--- src/rtl/sr_seq_pkg.sv ---
`default_nettype none
// ============================================================================
// Module   : sr_seq_pkg
// Purpose  : Shared types and constants for the SR command sequencer.
//            State encoding for the sequencer FSM, op encoding, and a
//            helper that sizes the retry counter.
// Ports    : none (package)
// Revision : 1.0 - initial release
// ============================================================================
package sr_seq_pkg;

  // Sequencer FSM states, 2-bit encoding.
  typedef enum logic [1:0] {
    ST_IDLE   = 2'd0,
    ST_DRIVE  = 2'd1,
    ST_SETTLE = 2'd2,
    ST_CHECK  = 2'd3
  } state_t;

  // Request op encoding: which FF input gets driven.
  localparam logic OP_SET   = 1'b1;
  localparam logic OP_RESET = 1'b0;

  // Width needed to count 0..max_retry; never less than one bit.
  function automatic int unsigned retry_width(input int unsigned max_retry);
    return (max_retry < 1) ? 1 : $clog2(max_retry + 1);
  endfunction

endpackage
`default_nettype wire

--- src/rtl/sr_seq_timer.sv ---
`default_nettype none
// ============================================================================
// Module   : sr_seq_timer
// Purpose  : Loadable down-counter used to time the DRIVE and SETTLE phases.
//            load has priority over en; the count holds at zero.
// Ports    : CLK      - clock, rising edge
//            RST_N    - asynchronous active-low reset (clears count)
//            load     - load load_val this cycle
//            en       - decrement when not zero
//            load_val - value to load
//            zero     - count is zero
// Revision : 1.0 - initial release
// ============================================================================
module sr_seq_timer #(
  parameter int unsigned CNT_W = 4
) (
  input  logic             CLK,
  input  logic             RST_N,
  input  logic             load,
  input  logic             en,
  input  logic [CNT_W-1:0] load_val,
  output logic             zero
);

  logic [CNT_W-1:0] r_cnt;

  always_ff @(posedge CLK or negedge RST_N) begin
    if (!RST_N) begin
      r_cnt <= '0;
    end else if (load) begin
      r_cnt <= load_val;
    end else if (en && (r_cnt != '0)) begin
      r_cnt <= r_cnt - 1'b1;
    end
  end

  assign zero = (r_cnt == '0);

endmodule
`default_nettype wire

--- src/rtl/sr_cmd_sequencer.sv ---
`default_nettype none
// ============================================================================
// Module   : sr_cmd_sequencer
// Purpose  : Upstream command stage for an SR flip-flop. Accepts set/reset
//            requests over valid/ready, drives exactly one of S/R for
//            HOLD_CYC cycles, waits SETTLE_CYC cycles for the FF's
//            two-register latency, checks Q_FB and reports DONE, retrying up
//            to MAX_RETRY times before reporting ERR.
//            Optional macro SR_SEQ_SKIP_EN: when defined, a request whose op
//            already matches Q_FB completes immediately (DONE next cycle,
//            no S/R activity).
// Ports    : CLK       - clock, rising edge
//            RST_N     - asynchronous active-low reset
//            REQ_VALID - request present
//            REQ_OP    - 1 = set, 0 = reset; sampled on handshake
//            REQ_READY - sequencer can accept a request (registered)
//            S, R      - registered drives to the FF, never both high
//            Q_FB      - FF Q output fed back (synchronous to CLK)
//            BUSY      - high in any state except IDLE
//            DONE      - one-cycle pulse, Q_FB matched the request
//            ERR       - one-cycle pulse, retries exhausted
// Revision : 1.0 - initial release
// ============================================================================
module sr_cmd_sequencer
  import sr_seq_pkg::*;
#(
  parameter int unsigned HOLD_CYC   = 1,
  parameter int unsigned SETTLE_CYC = 2,
  parameter int unsigned MAX_RETRY  = 2,
  parameter int unsigned CNT_W      = 4
) (
  input  logic CLK,
  input  logic RST_N,
  input  logic REQ_VALID,
  input  logic REQ_OP,
  output logic REQ_READY,
  output logic S,
  output logic R,
  input  logic Q_FB,
  output logic BUSY,
  output logic DONE,
  output logic ERR
);

  localparam int unsigned      c_rty_w       = retry_width(MAX_RETRY);
  localparam logic [CNT_W-1:0] c_hold_load   = CNT_W'(HOLD_CYC - 1);
  // SETTLE_CYC = 0 bypasses SETTLE entirely; the load value is then unused.
  localparam logic [CNT_W-1:0] c_settle_load =
    CNT_W'((SETTLE_CYC > 0) ? (SETTLE_CYC - 1) : 0);
  localparam logic [c_rty_w-1:0] c_max_retry = c_rty_w'(MAX_RETRY);

  // --------------------------------------------------------------------------
  // State and output registers
  // --------------------------------------------------------------------------
  state_t             r_state;
  logic               r_op;
  logic [c_rty_w-1:0] r_retry;
  logic               r_ready;
  logic               r_s;
  logic               r_r;
  logic               r_done;
  logic               r_err;

  // --------------------------------------------------------------------------
  // Next-state signals
  // --------------------------------------------------------------------------
  state_t             w_state_nxt;
  logic               w_op_nxt;
  logic [c_rty_w-1:0] w_retry_nxt;
  logic               w_done_nxt;
  logic               w_err_nxt;
  logic               w_tmr_load;
  logic               w_tmr_en;
  logic [CNT_W-1:0]   w_tmr_val;
  logic               w_tmr_zero;
  logic               w_skip;

`ifdef SR_SEQ_SKIP_EN
  // FF already holds the requested value: nothing to drive.
  assign w_skip = (Q_FB == REQ_OP);
`else
  assign w_skip = 1'b0;
`endif

  sr_seq_timer #(
    .CNT_W (CNT_W)
  ) u_timer (
    .CLK      (CLK),
    .RST_N    (RST_N),
    .load     (w_tmr_load),
    .en       (w_tmr_en),
    .load_val (w_tmr_val),
    .zero     (w_tmr_zero)
  );

  // --------------------------------------------------------------------------
  // Next-state logic
  // --------------------------------------------------------------------------
  always_comb begin
    w_state_nxt = r_state;
    w_op_nxt    = r_op;
    w_retry_nxt = r_retry;
    w_done_nxt  = 1'b0;
    w_err_nxt   = 1'b0;
    w_tmr_load  = 1'b0;
    w_tmr_en    = 1'b0;
    w_tmr_val   = c_hold_load;

    case (r_state)
      ST_IDLE: begin
        if (REQ_VALID && r_ready) begin
          w_op_nxt    = REQ_OP;
          w_retry_nxt = '0;
          if (w_skip) begin
            w_done_nxt = 1'b1;
          end else begin
            w_state_nxt = ST_DRIVE;
            w_tmr_load  = 1'b1;
            w_tmr_val   = c_hold_load;
          end
        end
      end

      ST_DRIVE: begin
        if (w_tmr_zero) begin
          if (SETTLE_CYC == 0) begin
            w_state_nxt = ST_CHECK;
          end else begin
            w_state_nxt = ST_SETTLE;
            w_tmr_load  = 1'b1;
            w_tmr_val   = c_settle_load;
          end
        end else begin
          w_tmr_en = 1'b1;
        end
      end

      ST_SETTLE: begin
        if (w_tmr_zero) begin
          w_state_nxt = ST_CHECK;
        end else begin
          w_tmr_en = 1'b1;
        end
      end

      ST_CHECK: begin
        if (Q_FB == r_op) begin
          w_done_nxt  = 1'b1;
          w_state_nxt = ST_IDLE;
        end else if (r_retry < c_max_retry) begin
          w_retry_nxt = r_retry + 1'b1;
          w_state_nxt = ST_DRIVE;
          w_tmr_load  = 1'b1;
          w_tmr_val   = c_hold_load;
        end else begin
          w_err_nxt   = 1'b1;
          w_state_nxt = ST_IDLE;
        end
      end

      default: begin
        w_state_nxt = ST_IDLE;
      end
    endcase
  end

  // --------------------------------------------------------------------------
  // Registers. S/R/READY are derived from the next state so they line up
  // with the state they belong to, with no combinational path to outputs.
  // --------------------------------------------------------------------------
  always_ff @(posedge CLK or negedge RST_N) begin
    if (!RST_N) begin
      r_state <= ST_IDLE;
      r_op    <= OP_RESET;
      r_retry <= '0;
      r_ready <= 1'b0;
      r_s     <= 1'b0;
      r_r     <= 1'b0;
      r_done  <= 1'b0;
      r_err   <= 1'b0;
    end else begin
      r_state <= w_state_nxt;
      r_op    <= w_op_nxt;
      r_retry <= w_retry_nxt;
      r_ready <= (w_state_nxt == ST_IDLE);
      r_s     <= (w_state_nxt == ST_DRIVE) && (w_op_nxt == OP_SET);
      r_r     <= (w_state_nxt == ST_DRIVE) && (w_op_nxt == OP_RESET);
      r_done  <= w_done_nxt;
      r_err   <= w_err_nxt;
    end
  end

  assign REQ_READY = r_ready;
  assign S         = r_s;
  assign R         = r_r;
  assign BUSY      = (r_state != ST_IDLE);
  assign DONE      = r_done;
  assign ERR       = r_err;

endmodule
`default_nettype wire

--- config.mk ---
export PLATFORM = sky130hd
export DESIGN_NAME = sr_cmd_sequencer
export DESIGN_NICKNAME = d
export VERILOG_FILES = /design/src/rtl/sr_seq_pkg.sv /design/src/rtl/sr_seq_timer.sv /design/src/rtl/sr_cmd_sequencer.sv
export SDC_FILE = /design/constraint.sdc
export NUM_CORES = 1
export LEC_CHECK = 0
export CAP_MARGIN = 20
export CELL_PAD_IN_SITES_DETAIL_PLACEMENT = 0
export CELL_PAD_IN_SITES_GLOBAL_PLACEMENT = 1
export CORE_MARGIN = 1
export CORE_UTILIZATION = 40
export DETAILED_ROUTE_END_ITERATION = 6
export PLACE_DENSITY_LB_ADDON = 0.1
export SLEW_MARGIN = 15
export SYNTH_ARGS = -nofsm -noshare
export SYNTH_HDL_FRONTEND = slang
export SYNTH_SLANG_ARGS = --single-unit
--- constraint.sdc ---
create_clock -name CLK -period 2 [get_ports CLK]
set_input_delay 0.6 -clock CLK [delete_from_list [all_inputs] [get_ports CLK]]
set_output_delay 0.6 -clock CLK [all_outputs]
set_load 0.01 [all_outputs]
==> results.yml, run 1 <==
# physical design summary
run_status:
  status: "complete, no violations"
layout:
  layout.nets: 111
  reg_top3: "u_timer.r_cnt x4, r_retry x2, r_state x2"
  flop_area_sq_um: 350
  drive_gt1_share_pct: 20.6
  antennaDiodeCount: 0
  dominant-cell-class: "logic gates"
  clockNetworkAreaShare_pct: 3.55
  buf_share_pct: 15.6
  n_fill_cell: 167
  comb_cells: 53
  final_common_cell: "dfrtp_1"
  fin_cells: 122
  largest-register: "u_timer.r_cnt"
route:
  wl_met2_um: 718
  drtIter0Drc: 10
  vias: 594
  drc: 0
  m1WireLength_um: 711
  wl_per_cell_um: 12.2
  top_layer: "met4"
power:
  internal_power_mw: 1.00
  maxPowerGroup: "combinational cells"
  p_per_area_nw_per_um2: 1620
  power_frac_seq_pct: 28.0
  p_sw_share_pct: 39.5
worst_setup_path:
  reg2reg_slack_ns: 0.37
  cp.depth: 4
  path_buffers: 3
  path_max_fanout: 3
  cp_slowest_cell: "dfrtp_1"
  critPathLaunchType: "flop"
  end_kind: "output pin"
  endpoint: "BUSY"
  arrival_ns: 1.27
logic_synthesis:
  synth_area_sq_um: 795
  synth_area_per_cell_sq_um: 10.6
  synth_xor_xnor_area_share_pct: 4.25
  muxShareOfSynthArea_pct: 3.94
  ff_type: "dfrtp_1"
  synthTopLogicFamily: "simple AND/OR/NAND/NOR gates"
  ys_chip_area_sq_um: 795
  synth_top_area_share_pct: 44.1
  fp_nets: 88
  top_area_cell: "dfrtp_1"
  netlist_instances: 75
  synthSimpleGateAreaFrac_pct: 19.5
  ys_types: 28
min_path:
  hold_end: "r_retry[0]$_DFFE_PN0P_"
sta:
  slew_headroom_pct: 81.2
  finalSetupViolations: 0
  fin_ws_ns: 0.127
  period_minus_slack_ns: 1.87
  finalSetupTns_ns: 0
  final-max-slew-violation-count: 0
cts:
  cts_tree: "yes"
  clockBufferDepth: 2
  h-tree-depth: 1
  cts_sinks: 14
  clockRootBuffer: "clkbuf_4"
  numCtsBuffers: 3
global_route:
  grt_start_max_net_pins: 15
  use_met2_pct: 26.9
  grt_usage_pct: 15.4
run:
  maxCapViolCount: 0
place:
  placed_cell_area_sq_um: 986
  gp_congestion: 0.782
  numPortBuffers: 10
### Power grid, run 1

Pins as bars on the die edge. Tap cells in gray.
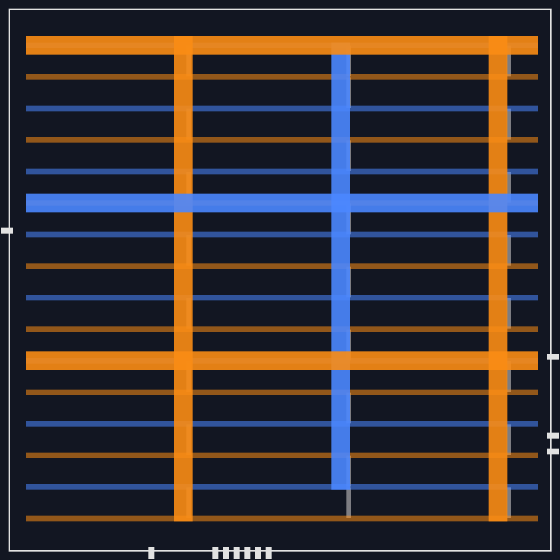
Blue is VDD. Orange is VSS.
3 straps on met5. The core has 15 rows. 3 straps on met4. 16 met1 rails follow the rows.
Max VDD drop: 0.000866 V
die width: 46.6 um
Core Box Area: 1800 sq um
die height: 46.6 um

### M2 wires, run 1

Scale bar: 10 um.
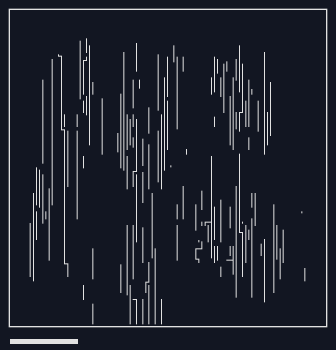
The layer carries 718 um of wire. The layer holds 48% of the routed length. 89 nets have wire on it.

### Placed cells, one color a class, run 1

Scale bar: 10 um. Fill, decap, tap and diode cells in gray.
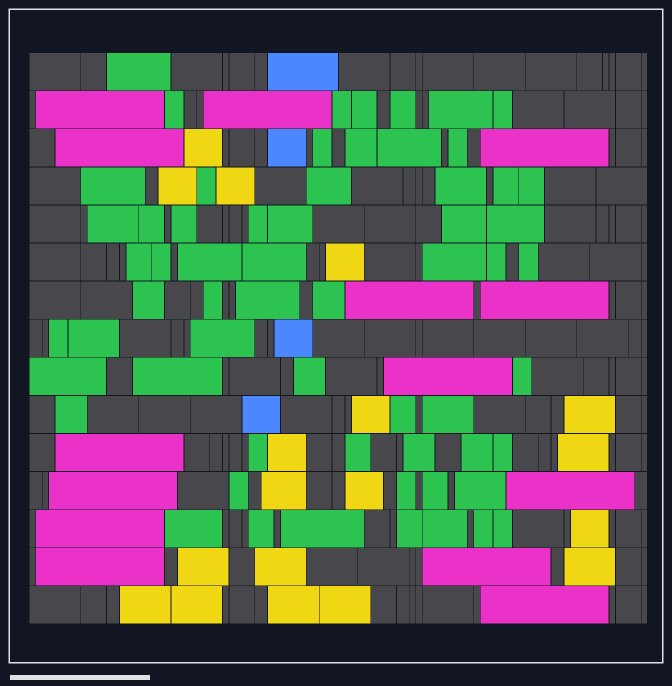
Magenta is flops, cells 14, share of their area 35%. Green is all other logic, cells 61, share of their area 45%. Yellow is other buffers and delay cells, cells 18, share of their area 16%. Blue is clock drivers and dummy loads, cells 4, share of their area 3.7%.
final core utilization: 56.7%
FP Rows: 15
flop share of the area: 34.3%
Final Cell Area: 1020 sq um

### Clock distribution, run 1

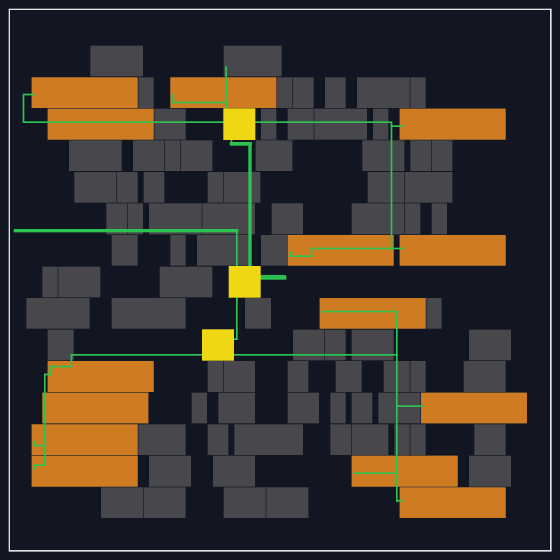

==> run 1 -> run 2 <==
--- a/config.mk
+++ b/config.mk
@@ -12,6 +12,7 @@
 export CORE_UTILIZATION = 40
 export DETAILED_ROUTE_END_ITERATION = 6
 export PLACE_DENSITY_LB_ADDON = 0.1
+export SKIP_CTS_REPAIR_TIMING = 1
 export SLEW_MARGIN = 15
 export SYNTH_ARGS = -nofsm -noshare
 export SYNTH_HDL_FRONTEND = slang
### Clock distribution, run 2

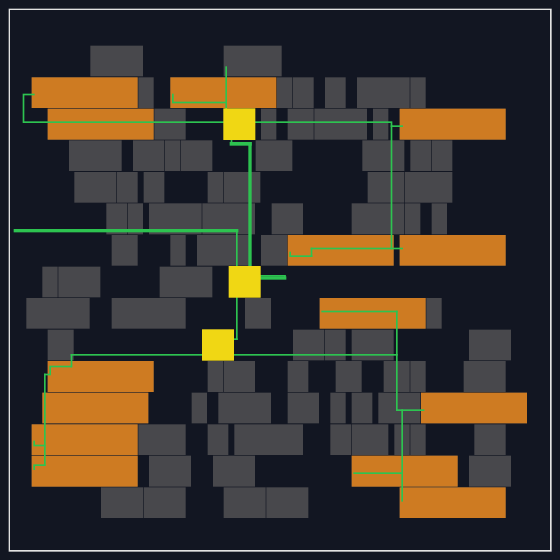
Orange is flip-flops, count 14. Green is clock wires, length 190 um. Yellow is cells driving clock nets, count 3.
Position of the flops: spread over the die.

### M2 wires, run 2

Scale bar: 10 um.
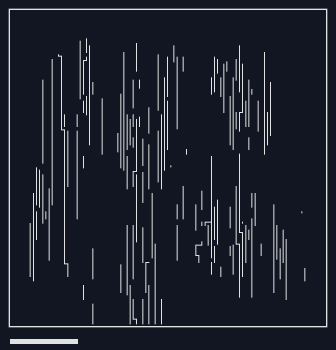
The wires run mostly vertical. The longest straight run is 21.4 um. 89 nets have wire on it. The layer holds 48% of the routed length.
Via Count: 592
final WL: 1490 um

==> run 2 against run 1 <==
Effect of this change:
- register-to-register slack hardly changed
- sequential share of layout area is 0.13 points lower
- critical path type unchanged
- clock skew hardly changed
- global-route usage stayed put
- synthesized cell count stayed put
- final area is 0.37% higher
- clock power hardly changed
- die area stayed put
==> results.yml, run 2 <==
# physical design summary
route:
  drtIter0Drc: 10
  drc: 0
  wl_met2_um: 718
  top_layer: "met4"
  m1WireLength_um: 716
  wl_per_cell_um: 12.2
place:
  gp_congestion: 0.782
  numPortBuffers: 10
  placed_cell_area_sq_um: 986
floorplan:
  dieHeight_um: 46.6
  core_area_sq_um: 1800
  die_width_um: 46.6
layout:
  final_util_pct: 56.9
  reg_top3: "u_timer.r_cnt x4, r_retry x2, r_state x2"
  flop_area_sq_um: 350
  final_common_cell: "dfrtp_1"
  n_fill_cell: 167
  antennaDiodeCount: 0
  dominant-cell-class: "logic gates"
  drive_gt1_share_pct: 20.6
  buf_share_pct: 15.9
  fin_cells: 122
  layout.nets: 111
  design_area_sq_um: 1020
  clockNetworkAreaShare_pct: 3.54
logic_synthesis:
  synthSimpleGateAreaFrac_pct: 19.5
  ys_types: 28
  synth_area_per_cell_sq_um: 10.6
  synth_top_area_share_pct: 44.1
  synthTopLogicFamily: "simple AND/OR/NAND/NOR gates"
  ff_type: "dfrtp_1"
  top_area_cell: "dfrtp_1"
  muxShareOfSynthArea_pct: 3.94
  fp_nets: 88
  netlist_instances: 75
  synth_xor_xnor_area_share_pct: 4.25
  ys_chip_area_sq_um: 795
worst_setup_path:
  path_buffers: 1
  cp_slowest_cell: "clkdlybuf4s50_1"
  path_max_fanout: 3
  end_kind: "output pin"
  reg2reg_slack_ns: 0.36
  arrival_ns: 1.20
cts:
  cts_sinks: 14
  numCtsBuffers: 3
  h-tree-depth: 1
sta:
  finalSetupViolations: 0
  slew_headroom_pct: 81.2
  finalSetupTns_ns: 0
  final-max-slew-violation-count: 0
  fin_ws_ns: 0.204
  period_minus_slack_ns: 1.80
power:
  internal_power_mw: 1.01
  p_sw_share_pct: 39.4
  max-vdd-ir-drop_v: 0.000866
  maxPowerGroup: "combinational cells"
run:
  maxCapViolCount: 0
global_route:
  grt_start_max_net_pins: 15
  busiest_layer: "met2"
  use_met2_pct: 26.9
run_status:
  status: "complete, no violations"
No activity file was given, so power comes from the tool's default toggle rates.
